==> src/rtl/transciever_pkg.sv <==
// Shared definitions for the transceiver controllers: FSM state encoding,
// line idle level, default frame geometry and the effective bit-time rule.
package transciever_pkg;

    localparam int unsigned DEFAULT_DATA_BITS = 8;
    localparam int unsigned DEFAULT_STOP_BITS = 1;
    localparam int unsigned BIT_TIME_W        = 32;

    localparam logic LINE_IDLE_LEVEL = 1'b1;

    typedef enum logic [2:0] {
        IDLE,
        FETCH,
        LOAD,
        START,
        DATA,
        STOP
    } tx_state_t;

    // A programmed bit time of zero would stall the timer, so it runs as one cycle.
    function automatic logic [BIT_TIME_W-1:0] effective_bit_time(
        input logic [BIT_TIME_W-1:0] bit_time
    );
        return (bit_time == '0) ? BIT_TIME_W'(1) : bit_time;
    endfunction

endpackage

==> src/rtl/transciever_tx_controller_if.sv <==
// Bus/FIFO/line bundle of the transmit controller.
//   master : bus interface + FIFO side (drives config, request, FIFO status/data)
//   slave  : transmit controller (drives pop strobe, serial line, busy status)
interface transciever_tx_controller_if #(
    parameter int unsigned DATA_BITS = 8
) ();

    logic [31:0]          bit_time;
    logic                 start_transmission;
    logic                 line_invert;
    logic                 transmit_fifo_has_data;
    logic [DATA_BITS-1:0] transmit_fifo_data;
    logic                 transmit_fifo_read;
    logic                 tx_line;
    logic                 transmission_in_progress;

    modport master (
        output bit_time,
        output start_transmission,
        output line_invert,
        output transmit_fifo_has_data,
        output transmit_fifo_data,
        input  transmit_fifo_read,
        input  tx_line,
        input  transmission_in_progress
    );

    modport slave (
        input  bit_time,
        input  start_transmission,
        input  line_invert,
        input  transmit_fifo_has_data,
        input  transmit_fifo_data,
        output transmit_fifo_read,
        output tx_line,
        output transmission_in_progress
    );

endinterface

==> src/rtl/transciever_bit_timer.sv <==
// Bit-period down counter shared by the transmit and receive controllers.
//   clk, rst   : clock, async active-high reset
//   load       : restart the period with load_value (must be >= 1)
//   load_value : period length in clock cycles
//   bit_tick   : registered, high for the last cycle of every period
module transciever_bit_timer
    import transciever_pkg::*;
(
    input  logic                  clk,
    input  logic                  rst,
    input  logic                  load,
    input  logic [BIT_TIME_W-1:0] load_value,
    output logic                  bit_tick
);

    logic [BIT_TIME_W-1:0] period;
    logic [BIT_TIME_W-1:0] count;
    logic [BIT_TIME_W-1:0] count_next;

    // Reload at 1 rather than wrapping through 0; a cleared timer stays parked at 0.
    always_comb begin
        count_next = count;
        if (load) begin
            count_next = load_value;
        end else if (count == BIT_TIME_W'(1)) begin
            count_next = period;
        end else if (count != '0) begin
            count_next = count - BIT_TIME_W'(1);
        end
    end

    // Tick is registered from the next count so it is high exactly while count == 1.
    always_ff @(posedge clk or posedge rst) begin
        if (rst) begin
            period   <= '0;
            count    <= '0;
            bit_tick <= 1'b0;
        end else begin
            if (load) begin
                period <= load_value;
            end
            count    <= count_next;
            bit_tick <= (count_next == BIT_TIME_W'(1));
        end
    end

endmodule

==> src/rtl/transciever_tx_controller.sv <==
// Transmit sequencer: on a start request drains the transmit FIFO, sending
// each byte LSB-first as a start/data/stop frame on a registered serial line.
//   clk, rst : clock, async active-high reset
//   bus      : slave side of transciever_tx_controller_if (config, request,
//              FIFO status/data in; FIFO pop, tx_line, busy status out)
module transciever_tx_controller
    import transciever_pkg::*;
#(
    parameter int unsigned DATA_BITS = DEFAULT_DATA_BITS,
    parameter int unsigned STOP_BITS = DEFAULT_STOP_BITS
) (
    input  logic                        clk,
    input  logic                        rst,
    transciever_tx_controller_if.slave  bus
);

    localparam int unsigned BIT_CNT_W  = (DATA_BITS > 1) ? $clog2(DATA_BITS) : 1;
    localparam int unsigned STOP_CNT_W = 2;

    tx_state_t              state;
    logic [DATA_BITS-1:0]   shift_reg;
    logic [BIT_CNT_W-1:0]   bit_cnt;
    logic [STOP_CNT_W-1:0]  stop_cnt;
    logic                   fifo_read;
    logic                   tx_line;
    logic                   in_progress;
    logic                   bit_tick;
    logic                   timer_load;
    logic                   line_level;

    // Bit time is latched once per frame, in LOAD.
    assign timer_load = (state == LOAD);

    transciever_bit_timer u_bit_timer (
        .clk        (clk),
        .rst        (rst),
        .load       (timer_load),
        .load_value (effective_bit_time(bus.bit_time)),
        .bit_tick   (bit_tick)
    );

    // Uninverted line level for the current state; STOP uses the idle level.
    always_comb begin
        line_level = LINE_IDLE_LEVEL;
        case (state)
            START:   line_level = 1'b0;
            DATA:    line_level = shift_reg[0];
            default: line_level = LINE_IDLE_LEVEL;
        endcase
    end

    // Sequencer; line and busy flag follow the state one clock later.
    always_ff @(posedge clk or posedge rst) begin
        if (rst) begin
            state       <= IDLE;
            shift_reg   <= '0;
            bit_cnt     <= '0;
            stop_cnt    <= '0;
            fifo_read   <= 1'b0;
            tx_line     <= LINE_IDLE_LEVEL;
            in_progress <= 1'b0;
        end else begin
            fifo_read   <= 1'b0;
            tx_line     <= line_level ^ bus.line_invert;
            in_progress <= (state != IDLE);
            case (state)
                IDLE: begin
                    if (bus.start_transmission && bus.transmit_fifo_has_data) begin
                        state     <= FETCH;
                        fifo_read <= 1'b1;
                    end
                end
                FETCH: begin
                    state <= LOAD;
                end
                LOAD: begin
                    shift_reg <= bus.transmit_fifo_data;
                    state     <= START;
                end
                START: begin
                    if (bit_tick) begin
                        state   <= DATA;
                        bit_cnt <= '0;
                    end
                end
                DATA: begin
                    if (bit_tick) begin
                        shift_reg <= shift_reg >> 1;
                        if (bit_cnt == BIT_CNT_W'(DATA_BITS - 1)) begin
                            state    <= STOP;
                            stop_cnt <= '0;
                        end else begin
                            bit_cnt <= bit_cnt + BIT_CNT_W'(1);
                        end
                    end
                end
                STOP: begin
                    if (bit_tick) begin
                        if (stop_cnt == STOP_CNT_W'(STOP_BITS - 1)) begin
                            if (bus.transmit_fifo_has_data) begin
                                state     <= FETCH;
                                fifo_read <= 1'b1;
                            end else begin
                                state <= IDLE;
                            end
                        end else begin
                            stop_cnt <= stop_cnt + STOP_CNT_W'(1);
                        end
                    end
                end
                default: begin
                    state <= IDLE;
                end
            endcase
        end
    end

    assign bus.transmit_fifo_read       = fifo_read;
    assign bus.tx_line                  = tx_line;
    assign bus.transmission_in_progress = in_progress;

endmodule

==> src/flat_wrapper.sv <==
// flat-port wrapper written by rule: the top's interface ports become plain ports
module transciever_tx_controller_flat import transciever_pkg::*;
#(
    parameter int unsigned DATA_BITS = DEFAULT_DATA_BITS,
    parameter int unsigned STOP_BITS = DEFAULT_STOP_BITS
)
  (clk, rst, bus_bit_time, bus_start_transmission, bus_line_invert, bus_transmit_fifo_has_data, bus_transmit_fifo_data, bus_transmit_fifo_read, bus_tx_line, bus_transmission_in_progress);
  transciever_tx_controller_if #(.DATA_BITS(DATA_BITS)) bus_i ();
  input  logic clk;
  input  logic rst;
  input wire logic [$bits(bus_i.bit_time)-1:0] bus_bit_time;
  input wire logic [$bits(bus_i.start_transmission)-1:0] bus_start_transmission;
  input wire logic [$bits(bus_i.line_invert)-1:0] bus_line_invert;
  input wire logic [$bits(bus_i.transmit_fifo_has_data)-1:0] bus_transmit_fifo_has_data;
  input wire logic [$bits(bus_i.transmit_fifo_data)-1:0] bus_transmit_fifo_data;
  output wire logic [$bits(bus_i.transmit_fifo_read)-1:0] bus_transmit_fifo_read;
  output wire logic [$bits(bus_i.tx_line)-1:0] bus_tx_line;
  output wire logic [$bits(bus_i.transmission_in_progress)-1:0] bus_transmission_in_progress;
  assign bus_i.bit_time = bus_bit_time;
  assign bus_i.start_transmission = bus_start_transmission;
  assign bus_i.line_invert = bus_line_invert;
  assign bus_i.transmit_fifo_has_data = bus_transmit_fifo_has_data;
  assign bus_i.transmit_fifo_data = bus_transmit_fifo_data;
  assign bus_transmit_fifo_read = bus_i.transmit_fifo_read;
  assign bus_tx_line = bus_i.tx_line;
  assign bus_transmission_in_progress = bus_i.transmission_in_progress;
  transciever_tx_controller #(.DATA_BITS(DATA_BITS), .STOP_BITS(STOP_BITS)) u_core (.clk(clk), .rst(rst), .bus(bus_i));
endmodule
==> config.mk <==
export PLATFORM = sky130hd
export DESIGN_NAME = transciever_tx_controller_flat
export DESIGN_NICKNAME = d
export VERILOG_FILES = /design/src/rtl/transciever_pkg.sv /design/src/rtl/transciever_tx_controller_if.sv /design/src/rtl/transciever_bit_timer.sv /design/src/rtl/transciever_tx_controller.sv /design/src/flat_wrapper.sv
export SDC_FILE = /design/constraint.sdc
export NUM_CORES = 1
export LEC_CHECK = 0
export CORE_MARGIN = 4
export CORE_UTILIZATION = 51
export CTS_CLUSTER_SIZE = 8
export DETAILED_ROUTE_END_ITERATION = 10
export GPL_TIMING_DRIVEN = 0
export PLACE_DENSITY_LB_ADDON = 0.1
export SLEW_MARGIN = 20
export SYNTH_ARGS = -nofsm -noshare
export SYNTH_HDL_FRONTEND = slang
export SYNTH_SLANG_ARGS = --single-unit
==> constraint.sdc <==
create_clock -name clk -period 3.95 [get_ports clk]
set_input_delay 0.79 -clock clk [delete_from_list [all_inputs] [get_ports clk]]
set_output_delay 0.79 -clock clk [all_outputs]
set_load 0.01 [all_outputs]
==> run_1/layer_met2.png <==
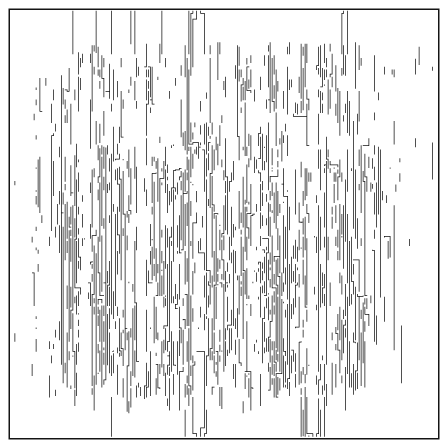
The longest straight run is 68.7 µm. The layer carries 5370 µm of wire. The layer holds 43% of the routed length. The wires run mostly vertical. 517 nets have wire on it.
global-route track usage on met2: 36.5%
Final Routed Wirelength: 12.5 mm
via count: 4112

==> run_1/placement_by_type.png <==
The bar under the picture is 20 µm long. Fill, decap, tap and diode cells in gray.
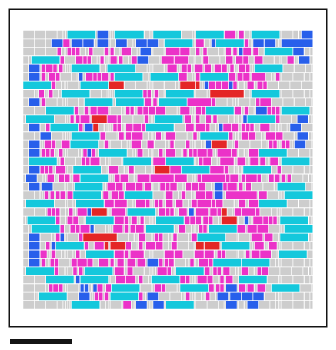
Key: flops = cyan [cells 84]; other buffers and delay cells = blue [cells 70]; combinational and other logic = magenta [cells 398]; clock drivers and dummy loads = red [cells 16]

==> run_1/logic_types.png <==
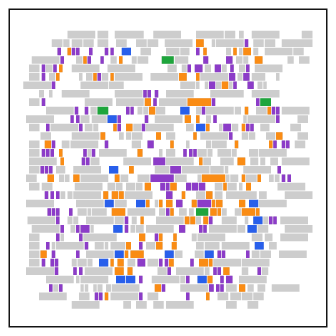
Key: multiplexers = green [cells 4]; XOR/XNOR gates = blue [cells 19, most used xor2_1]; NOR gates = orange [cells 94, most used nor2_1]; NAND gates = purple [cells 148, most used nand2_1, where spread over the die]

==> out/results.txt, run 1 <==
buffer and inverter count on the worst path - 1
Min Hold Slack - 478 ps
met2 wire len - 5.37 mm
Critical Path Stages - 10
final clock skew - 17.0 ps
RR Startpoint - u_core.u_bit_timer.count[14]$_DFF_PP0_
Crit Path Max Fanout - 10
worst slew pin tran - 801 ps
TritonRoute pass-1 iters - 5
Synth Seq Share - 46.9%
DRT iter0 DRCs - 369
Critical Path Sink Type - flip-flop
Log Warnings - 28
Inserted Diodes - 0
status - completed
P&R area growth vs syn - 19.4%
Num CTS Buffers - 9
GRT overflow - 0
synthesized cell area - 4480 µm²
R2R setup slack - 250 ps
fin crit share - 93.7%
routed length per placed instance - 18.5 µm
Mapped Nets - 552
Pwr top - sequential cells
Yosys warning count - 0
final worst setup slack - 248 ps
Seq. pwr - 1.32 mW
Clock Power - 672 µW
PwrDens - 497 nW/µm²
hold crit path type - flip-flop to flip-flop
routing usage on met1 - 39.6%
Reg area - 2100 µm²
Syn Area/Cell - 8.95 µm²
die area - 10400 µm²
DRC violations left - 0
final core utilization - 63.9%
Clock Tree Buf Depth - 2
hold_sp - u_core.u_bit_timer.period[7]$_DFFE_PP0P_
hold path cells - 2
yosys cell count - 501
post-route ant nets - 0
H-tree levels - 3
Rows - 33
RSZ-0062 raised after global routing - false
Synth logic family - simple AND/OR/NAND/NOR gates
Compound Share, Synth - 14.7%
worst setup path startpoint - u_core.u_bit_timer.count[14]$_DFF_PP0_
Simple Share, Synth - 29.5%
design area - 5360 µm²
Post-synth mux share - 0.949%
routing usage on met3 - 3.93%
reg-to-reg endpoint - u_core.u_bit_timer.bit_tick$_DFF_PP0_
Period minus WS final - 3700 ps
M1 WL - 5.75 mm
metal3 WL - 1.01 mm
top sig layer - met4
clock share of power - 25.3%
#FFs+latches synth - 84
final hold vios - 0
[run 1: what timing repair did]
action                                 4_1_cts  5_1_grt
setup buffers                                0        3
hold buffers                                 0        0
resized                                      1        1
endpoints found under the hold margin        0        0
setup endpoints to repair                    1        1
pin swaps                                    0        1
[run 1: area by class of cell]
class	count	share of cell area [%]
plain buffers	19	1.38
clock buffers	11	2.45
clock inverters	5	1.45
inverters	11	0.818
multi-input cells	387	42.5
flip-flops and latches	84	39.3
well taps	105	2.45
repair buffers	51	9.72
[run 1: per-stage QoR]
step                      setup TNS (ps)  cells
after floorplan                        0    501
after global placement            -34370    653
after detailed placement               0    654
after CTS                              0    670
after global routing                   0    673
final                                  0    673
[run 1: Yosys cell counts (3+ instances only)]
library cell | n | area [µm²]
o211ai_1 | 3 | 22.5
a221o_1 | 4 | 40.0
and4_1 | 3 | 26.3
nand3b_1 | 3 | 22.5
a31oi_1 | 10 | 62.6
nor4_1 | 23 | 144
nand2_1 | 123 | 462
nor3b_1 | 5 | 37.5
and2_1 | 4 | 25.0
xnor2_1 | 7 | 61.3
ha_1 | 6 | 75.1
nand4_1 | 7 | 43.8
or4_1 | 5 | 37.5
clkbuf_1 | 16 | 60.1
dfrtp_1 | 83 | 2080
xor2_1 | 12 | 105
a21o_1 | 4 | 30.0
o221ai_1 | 8 | 70.1
inv_1 | 11 | 41.3
or3_1 | 5 | 31.3
a21oi_1 | 8 | 40.0
nand2b_1 | 5 | 31.3
o21a_1 | 3 | 22.5
o21ai_0 | 33 | 165
nor2_1 | 41 | 154
a22o_1 | 3 | 26.3
nor3_1 | 17 | 85.1
nand3_1 | 4 | 20.0
[run 1: tightest hold or removal path, cell delays in order (launching register included)]
cell,delay (ps)
dfrtp_1,350
nand2_1,50
nand2_1,60
## Run 2: what changed since run 1
--- a/config.mk
+++ b/config.mk
@@ -15,3 +15,4 @@
 export SYNTH_ARGS = -nofsm -noshare
 export SYNTH_HDL_FRONTEND = slang
+export SYNTH_HIERARCHICAL = 1
 export SYNTH_SLANG_ARGS = --single-unit
==> constraint.sdc (replaced) <==
create_clock -name clk -period 3.95 [get_ports clk]
set_input_delay 0.79 -clock clk [delete_from_list [all_inputs] [get_ports clk]]
set_output_delay 0.79 -clock clk [all_outputs]
set_load 0.1 [all_outputs]
==> run 2 against run 1 <==
Effect of this change: clock skew is 2.5 ps higher; routed wire length is 3.6% higher; non-clock buffer count is 31 higher; area after synthesis is 8.0% higher; first-iteration DRC count is 41% lower; sequential share of layout area is 2.5 points lower; critical path depth stayed put; sequential power is 22% lower; clock power is 3% higher; clock-buffer cell count stayed put; core utilization is 1.9 points lower.
==> out/results.txt, run 2 <==
Min Hold Slack - 483 ps (+4.84 ps)
Mapped Nets - 580 (+5.1%)
synthesized cell area - 4840 µm² (+8.0%)
final clock skew - 19.5 ps (+2.49 ps)
H-tree levels - 3 (unchanged)
Reg area - 2100 µm² (unchanged)
DRC violations left - 0 (unchanged)
RR Startpoint - u_core/state[0]$_DFFE_PP0P_
status - completed
Log Warnings - 28 (unchanged)
Yosys warning count - 6 (+6)
non-filler instance count after layout - 722 (+7.3%)
Rows - 35 (+6.1%)
most common cell in the synthesized netlist - dfrtp_1
routed length per placed instance - 17.9 µm (-3.5%)
P&R area growth vs syn - 18.2%
largest net degree at the start of global routing - 40
Num CTS Buffers - 9 (unchanged)
post-route ant nets - 0 (unchanged)
yosys cell count - 529 (+5.6%)
Crit Path Max Fanout - 10 (unchanged)
buffer and inverter count on the worst path - 4 (+3)
Syn Area/Cell - 9.16 µm² (+2.3%)
DRT iter0 DRCs - 217 (-41%)
Hold-fix buffers, CTS - 0 (unchanged)
RSZ-0062 raised after global routing - false
initial antenna violation count - 0
Period minus WS final - 3530 ps (-171 ps)
hold_sp - u_core/u_bit_timer/period[12]$_DFFE_PP0P_
hold crit path type - flip-flop to flip-flop
#FFs+latches synth - 84 (unchanged)
final hold vios - 0 (unchanged)
Inserted Diodes - 0 (unchanged)
clock share of power - 33.0% (+7.7 points)
Synth top area share - 42.9% (-3.4 points)
hold path cells - 2 (unchanged)
Compound Share, Synth - 15.7% (+0.92 points)
Synth logic family - simple AND/OR/NAND/NOR gates
Critical Path Sink Type - flip-flop
Inst Count DP - 706 (+8.0%)
PostCTS Resize Cnt - 0 (-1)
Post-synth mux share - 5.53% (+4.6 points)
worst slew pin tran - 963 ps (+162 ps)
setup TNS - 0 ps (unchanged)
post-CTS setup repair buffer count - 0 (unchanged)
Clock Tree Buf Depth - 2 (unchanged)
final worst setup slack - 419 ps (+171 ps)
Clock Power - 689 µW (+3%)
Seq. pwr - 1.03 mW (-22%)
TritonRoute pass-1 iters - 5 (unchanged)
Synth Seq Share - 43.4% (-3.5 points)
cell type with the largest total area - dfrtp_1
run 2: cell count changes after synthesis, sizes merged, moves of 6 or more:
cell    previous run  this run
buf                3        10
clkbuf            16        43
inv               11        34
mux2               2        22
nand2            124        60
nand3              5        15
nor2              41        30
nor4              27        21
o21ai             33        49
o221ai             8         1
xor2              12         4
run 2: cell families after synthesis:
| family | after synthesis |
|---|---|
| adders and majority gates | 6 |
| xor gates and xnor gates | 12 |
| and+or+nand+nor | 199 |
| AOI/OAI and AO/OA | 117 |
| buffers and inverters | 87 |
| muxes | 24 |
| DFF | 84 |
run 2: layer usage:
layer	up-vias	share of wire, %	track usage [%]
met5	-	0	0
met4	0	2.2	8.81
met3	20	5.0	2.88
met2	139	48	39.5
met1	1964	45	32.8
li1	1997	-	-
run 2: area by class of cell:
class                      instances  share of cell area (%)
clock inverter                     5                    1.49
buffer                            53                    4.98
clock buffer                      11                    2.47
multi-input combinational        358                    40.7
tap                              129                    2.82
sequential                        84                    36.7
timing repair buffer              48                    8.57
inverter                          34                    2.27
run 2: how the worst max path moves through the flow:
stage	startpoint	endpoint	slack [ps]	depth (start not counted)
floorplan	u_core/u_bit_timer/count[6]$_DFF_PP0_	u_core/u_bit_timer/bit_tick$_DFF_PP0_	1280	11
global route	u_core/u_bit_timer/count[24]$_DFF_PP0_	u_core/u_bit_timer/bit_tick$_DFF_PP0_	390	11
global placement	rst	u_core/u_bit_timer/period[8]$_DFFE_PP0P_	310	2
CTS	u_core/state[0]$_DFFE_PP0P_	u_core/u_bit_timer/bit_tick$_DFF_PP0_	470	10
finish	u_core/state[0]$_DFFE_PP0P_	u_core/u_bit_timer/bit_tick$_DFF_PP0_	420	10
detailed placement	u_core/state[0]$_DFFE_PP0P_	u_core/u_bit_timer/bit_tick$_DFF_PP0_	490	10
==> run_2/layer_met2.png <==
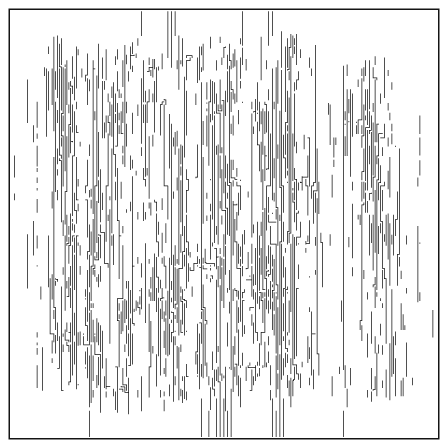
532 nets have wire on it. The longest straight run is 74.8 µm.
via count: 4120
Final Routed Wirelength: 12.9 mm
global-route track usage on met2: 39.5%

==> run_2/logic_types.png <==
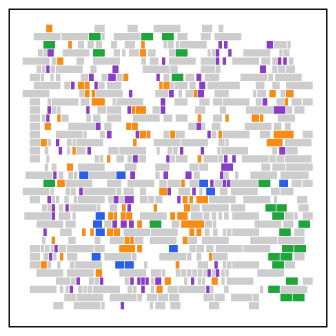
Key: NOR gates = orange [cells 76, most used nor2_1]; XOR/XNOR gates = blue [cells 12, most used xnor2_1]; multiplexers = green [cells 24, most used mux2_2, where spread over the die]; NAND gates = purple [cells 88, most used nand2_1]

==> run_2/placement_by_type.png <==
The bar under the picture is 20 µm long. Fill, decap, tap and diode cells in gray.
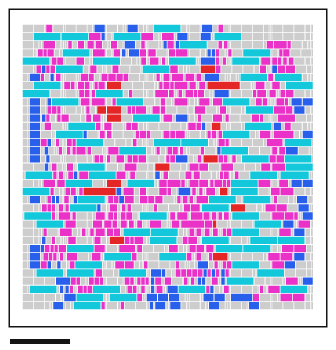
Key: combinational and other logic = magenta [cells 392]; clock drivers and dummy loads = red [cells 16]; other buffers and delay cells = blue [cells 101]; flops = cyan [cells 84]
flop share of the area: 36.7%
design area: 5720 µm²
final core utilization: 61.9%

## Run 3: what changed since run 2
Settings changed: CAP_MARGIN set to 25, CORE_MARGIN 4 to 2, SKIP_LAST_GASP set to 1.
==> run 3 against run 2 <==
Effect of this change: design area shrank 0.87%; clock-buffer cell count stayed put; highest routed layer unchanged; die size fell by 7.4%; fmax fell by 0.25%; core utilization decreased by 0.54 points.
==> out/results.txt, run 3 <==
Min Hold Slack - 476 ps (-7.07 ps)
flop share of the area - 37.1% (+0.32 points)
Post-synth mux share - 5.53% (unchanged)
Hold-fix buffers, CTS - 0 (unchanged)
Final non-clock buffer share - 13.7% (+0.12 points)
Reg area - 2100 µm² (unchanged)
H-tree levels - 3 (unchanged)
yosys cell count - 529 (unchanged)
Yosys warning count - 6 (unchanged)
Max-area cell class - logic gates
P&R area growth vs syn - 17.2%
#FFs+latches synth - 84 (unchanged)
Synth top area share - 42.9% (unchanged)
synthesized cell area - 4840 µm² (unchanged)
setup TNS - 0 ps (unchanged)
Syn Area/Cell - 9.16 µm² (unchanged)
Inserted Diodes - 0 (unchanged)
status - completed
final hold vios - 0 (unchanged)
Clock Tree Buf Depth - 2 (unchanged)
ClkCell Share - 3.11% (-0.85 points)
Log Warnings - 28 (unchanged)
Synth logic family - simple AND/OR/NAND/NOR gates
hold crit path type - flip-flop to flip-flop
Crit Path Max Fanout - 10 (unchanged)
routed length per placed instance - 18.0 µm (+0.50%)
cell type with the largest total area - dfrtp_1
RSZ-0062 raised after global routing - false
most common cell in the synthesized netlist - dfrtp_1
Synth Seq Share - 43.4% (unchanged)
DRC violations left - 0 (unchanged)
post-CTS setup repair buffer count - 0 (unchanged)
Critical Path Sink Type - flip-flop
Mapped Nets - 580 (unchanged)
TritonRoute pass-1 iters - 8 (+3)
run 3: cells by family after synthesis:
kind of cell / Yosys count
compound gates: 117
xor+xnor: 12
flops: 84
buf+inv: 87
simple gates: 199
fa+ha+maj: 6
mux: 24
run 3: power by group:
group	switching [mW]	total (mW)	internal, mW
sequential	0.0922	1.04	0.944
clock	0.313	0.570	0.257
combinational	0.196	0.366	0.170
total	0.601	1.97	1.37
run 3: path summary, 6_finish.rpt:
kind,to,slack (ps),from,cells after the start
min,u_core/u_bit_timer/period[28]$_DFFE_PP0P_,480,u_core/u_bit_timer/period[28]$_DFFE_PP0P_,2
max reg2reg,u_core/u_bit_timer/bit_tick$_DFF_PP0_,410,u_core/state[0]$_DFFE_PP0P_,10
max in group asynchronous,u_core/bit_cnt[0]$_DFFE_PP0P_,2520,rst,2
max,u_core/u_bit_timer/bit_tick$_DFF_PP0_,410,u_core/state[0]$_DFFE_PP0P_,10
min in group asynchronous,u_core/u_bit_timer/period[24]$_DFFE_PP0P_,820,rst,2
min reg2reg,u_core/u_bit_timer/period[28]$_DFFE_PP0P_,480,u_core/u_bit_timer/period[28]$_DFFE_PP0P_,2
run 3: metal layers:
layer,global-route usage [%],vias up,share of wire (%)
met5,0,-,0
met4,13.2,0,3.6
met3,3.31,32,5.3
met2,43.5,153,47
met1,35.4,2038,44
li1,-,1986,-
run 3: critical path, delay by kind of cell (launching register included):
| kind | cells | cell delay (ps) |
|---|---|---|
| buffers and inverters | 4 | 1240 |
| multiplexers | 1 | 450 |
| flip-flops | 1 | 470 |
| AND/OR/NAND/NOR | 5 | 1280 |
run 3: through the flow:
step	cell area [µm²]	worst slack [ps]	std cells
after global routing	5670	284	721
after global placement	5480	347	705
final	5670	410	721
after CTS	5670	490	721
after detailed placement	5500	531	706
after floorplan	4840	1280	529
==> run_3/clocks.png <==
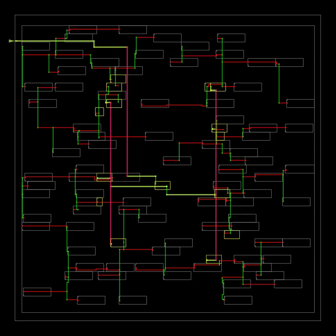
final clock skew: 12.9 ps
flip-flops: 84
Num CTS Buffers: 9
Clock Power: 570 µW
clock buf count: 11

==> run_3/layer_met2.png <==
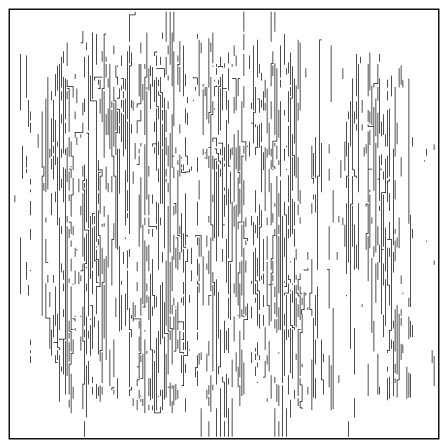
The longest straight run is 40.3 µm. The layer holds 47% of the routed length.
Final Routed Wirelength: 13.0 mm
via count: 4209
global-route track usage on met2: 43.5%

==> run_3/logic_types.png <==
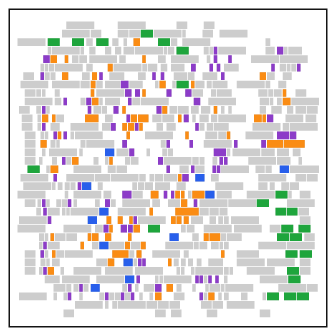
Commonest Layout Cell: dfrtp_1
non-filler instance count after layout: 721
multi-input combinational area share: 41.0%


## Gallery

Cells by drive strength.
picture 1
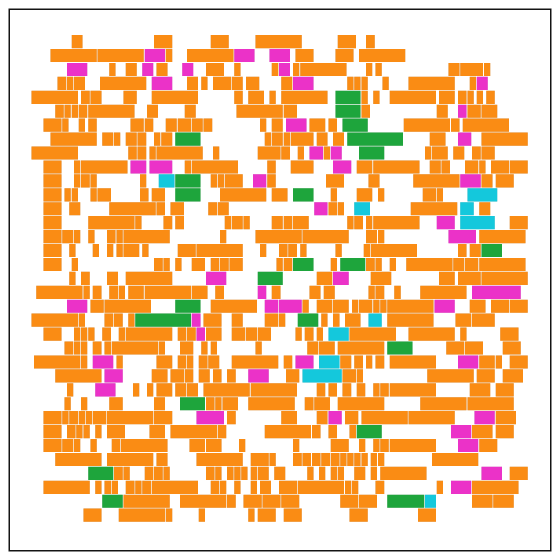
picture 2
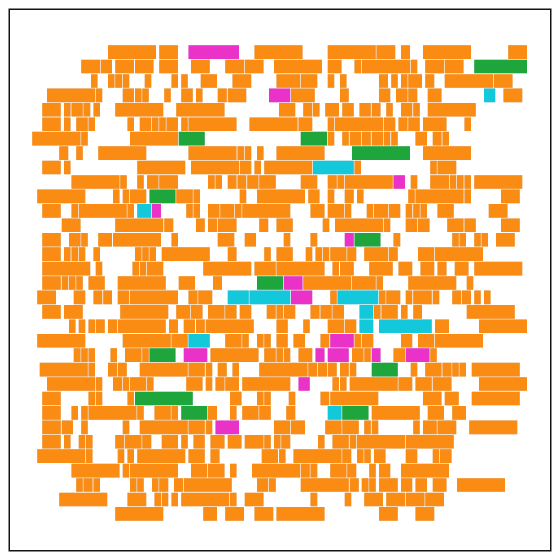
run 1: picture 2
run 2: picture 1

Power is estimated from default activity; no workload was simulated.
